<file path="config.mk">
export PLATFORM = sky130hd
export DESIGN_NAME = bit_deserializer
export DESIGN_NICKNAME = d
export VERILOG_FILES = /design/src/rtl/bit_deserializer.sv
export SDC_FILE = /design/constraint.sdc
export NUM_CORES = 1
export LEC_CHECK = 0
export CAP_MARGIN = 20
export CELL_PAD_IN_SITES_DETAIL_PLACEMENT = 1
export CELL_PAD_IN_SITES_GLOBAL_PLACEMENT = 1
export CORE_MARGIN = 3
export CORE_UTILIZATION = 42
export DETAILED_ROUTE_END_ITERATION = 16
export PLACE_DENSITY = 0.92
export SETUP_SLACK_MARGIN = 0.2
export SLEW_MARGIN = 20
export SYNTH_ARGS = -nofsm -noshare
export SYNTH_HDL_FRONTEND = slang
export SYNTH_SLANG_ARGS = --single-unit
</file>
<file path="constraint.sdc">
create_clock -name clk -period 5.42 [get_ports clk]
set_clock_uncertainty 0.15 [all_clocks]
set_input_delay 1.084 -clock clk [delete_from_list [all_inputs] [get_ports clk]]
set_output_delay 1.084 -clock clk [all_outputs]
set_load 0.05 [all_outputs]
</file>
<file path="src/rtl/bit_deserializer.sv">
// Serial-to-parallel converter: accepts one bit per handshake into a WIDTH-bit word
// and presents each completed word on a registered valid/ready output.
module bit_deserializer #(
    parameter int WIDTH     = 8,
    parameter bit LSB_FIRST = 1'b1
) (
    input  logic                     clk,
    input  logic                     rst,
    input  logic                     clear,
    input  logic                     in_valid,
    input  logic                     in_bit,
    output logic                     in_ready,
    output logic                     out_valid,
    output logic [WIDTH-1:0]         out_data,
    input  logic                     out_ready,
    output logic [$clog2(WIDTH)-1:0] bit_index
);

    localparam int IW = $clog2(WIDTH);
    localparam logic [IW-1:0] LAST = IW'(WIDTH - 1);

    logic [IW-1:0]    r_idx;
    logic [WIDTH-1:0] r_shift;
    logic [WIDTH-1:0] r_data;
    logic             r_valid;

    logic             w_ready;
    logic             w_accept;
    logic             w_last;
    logic [IW-1:0]    w_pos;
    logic [WIDTH-1:0] w_word;

    // Only the completing bit has to wait for a stalled output slot.
    assign w_ready  = !clear && !((r_idx == LAST) && r_valid && !out_ready);
    assign w_accept = in_valid && w_ready;
    assign w_last   = w_accept && (r_idx == LAST);
    assign w_pos    = LSB_FIRST ? r_idx : (LAST - r_idx);

    // Partial word with the incoming bit merged at its destination position.
    always_comb begin
        w_word        = r_shift;
        w_word[w_pos] = in_bit;
    end

    // Bit-index counter, partial register and output word holding register.
    always_ff @(posedge clk or posedge rst) begin
        if (rst) begin
            r_idx   <= {IW{1'b0}};
            r_shift <= {WIDTH{1'b0}};
            r_data  <= {WIDTH{1'b0}};
            r_valid <= 1'b0;
        end else begin
            if (clear) begin
                r_idx   <= {IW{1'b0}};
                r_shift <= {WIDTH{1'b0}};
            end else if (w_accept) begin
                r_idx   <= r_idx + {{(IW-1){1'b0}}, 1'b1};
                r_shift <= w_word;
            end else begin
                r_idx   <= r_idx;
                r_shift <= r_shift;
            end

            // A completion on the same edge as a transfer keeps out_valid high.
            if (w_last) begin
                r_data  <= w_word;
                r_valid <= 1'b1;
            end else if (r_valid && out_ready) begin
                r_valid <= 1'b0;
            end else begin
                r_valid <= r_valid;
            end
        end
    end

    assign in_ready  = w_ready;
    assign out_valid = r_valid;
    assign out_data  = r_data;
    assign bit_index = r_idx;

endmodule

</file>
util_map.png
Scale bar: 20 µm. The die is cut into 11 by 11 equal tiles; white is low, dark blue is high, 0 to 100% covered.
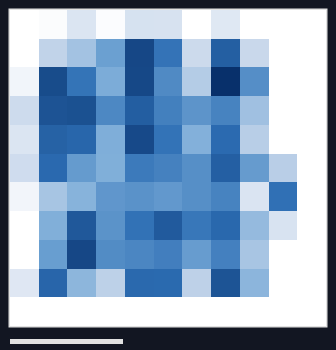
densest ninth of the die: center
tiles over 75% full: 18%
nearly empty tiles: 30%

floorplan.png
Scale bar: 20 µm. Pins as bars on the die edge. Tap cells in gray.
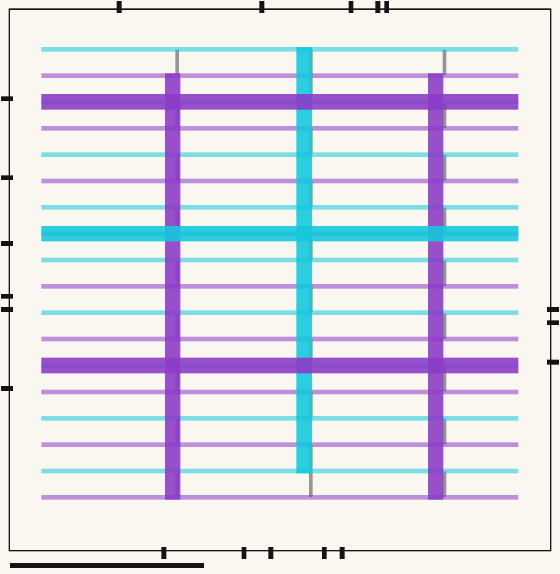
[purple] VSS
[cyan] VDD
rows: 17
tap cells: 28
met5 straps: 3
met4 straps: 3
die height: 55.7 µm
Die W: 55.7 µm
worst vdd ir: 0.190 mV

placed.png
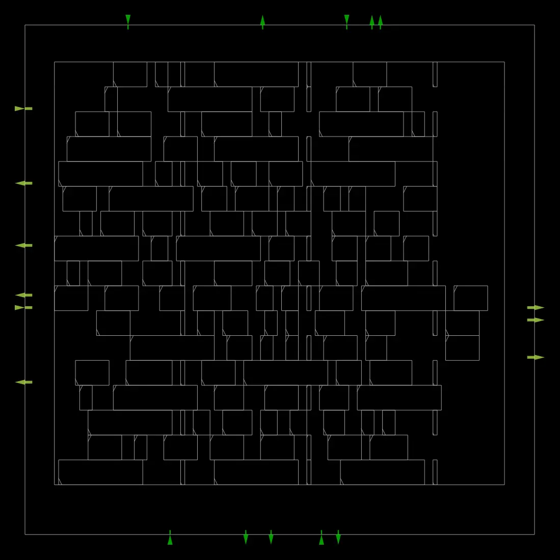
final non-filler cell total: 138
flop share of the area: 40.0%
final core occ: 54.9%
row cnt: 17

port_trees.png
Scale bar: 20 µm.
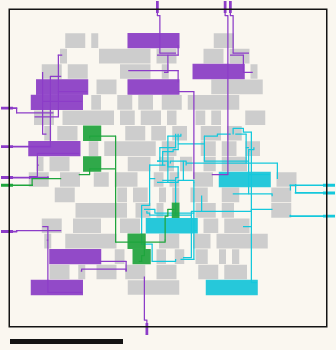
[purple] `out_data` | direction: output | edge: 4 left, 3 top, 1 bottom | end cells: 8 | wire: 237 µm
[green] `in_valid` | direction: input | edge: left | end cells: 5 | wire: 61.2 µm
[cyan] `bit_index` | direction: output | edge: right | end cells: 3 | wire: 268 µm

ff_map.png
Scale bar: 20 µm.
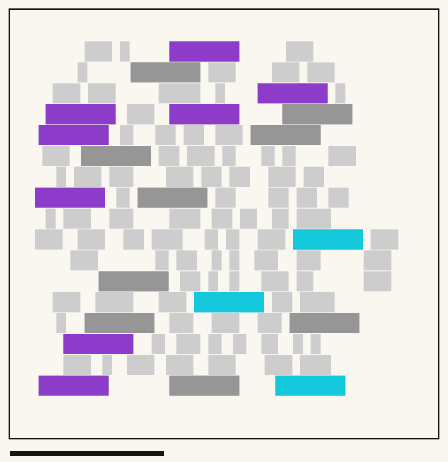
[purple] `out_data` | sequential cells: 8
[cyan] `bit_index` | sequential cells: 3

==> run notes <==
fresh numbers from the pnr run: Rel. slew slack=about 48%, Logic power comb=around 0.000040 W, Synth Area in XOR/XNOR=0%, power density cells=roughly 230 nW/µm², initial antenna violation count=0, Synth top cell by count=dfrtp_1, Top pwr grp=sequential cells, Tcrit/Tclk final=74.0%, Max stage delay on crit path=0.82 ns, Max-area cell share=48.2%, chip area=around 3100 µm², Pwr Total=approximately 0.00029 W, Combinational Power Share=14.1%, logic share of the area=approximately 37%, worst slew pin tran=~0.78 ns, NonClk Buf Share=14.4%, most frequent cells in the layout=dfrtp_1, clkdlybuf4s50_1, mux2i_1, met3 usage=approximately 2.6%, share of layout cells above drive strength 1=7.27%, CTS Buffer Depth=2, Tool Warnings=26, top cells by count, synth=dfrtp_1, mux2i_1, inv_1, CTS tree=done, clk latency late pin=just over 0.3 ns, RePlAce Congestion=0.801, Hold Path Class=reg -> reg, Post-synth ARST share=100%, status=complete, no violations, cell count along the critical path=4, Adders+Majority by Area=2.41%, P_sw=0.0000767 W, total CTS buffers=3, Reg2Reg Setup Slack=3.15 ns, Diodes inserted=0, worst min-delay path startpoint=out_data[0], Internal=0.000209 W, Max Slew Vio Count=0, pre-CTS WS=1.41 ns, Std-Cell Core Area=~2300 µm², # setup viols final=0, M1 GR Usage=between 20 and 25%, Post-Route Setup TNS=0 ns, min Tclk post-route=4.01 ns, H-tree depth=1, end of the worst hold path=out_data[0], Logic area=between 400 and 500 µm², wire per inst=17.7 µm, unrepaired setup endpoints after global routing=false, nonclk buf count=18, Seq group=0.000158 W, static leakage=0.592 nW, RR Startpoint=bit_index[1], Final WS setup=1.41 ns, Avg Inst Size Synth=11.0 µm², GRT overflow=0, Sink Count=20, hold_buf cts=0
Power figures rest on the tool's default switching activity, not on a simulated workload.
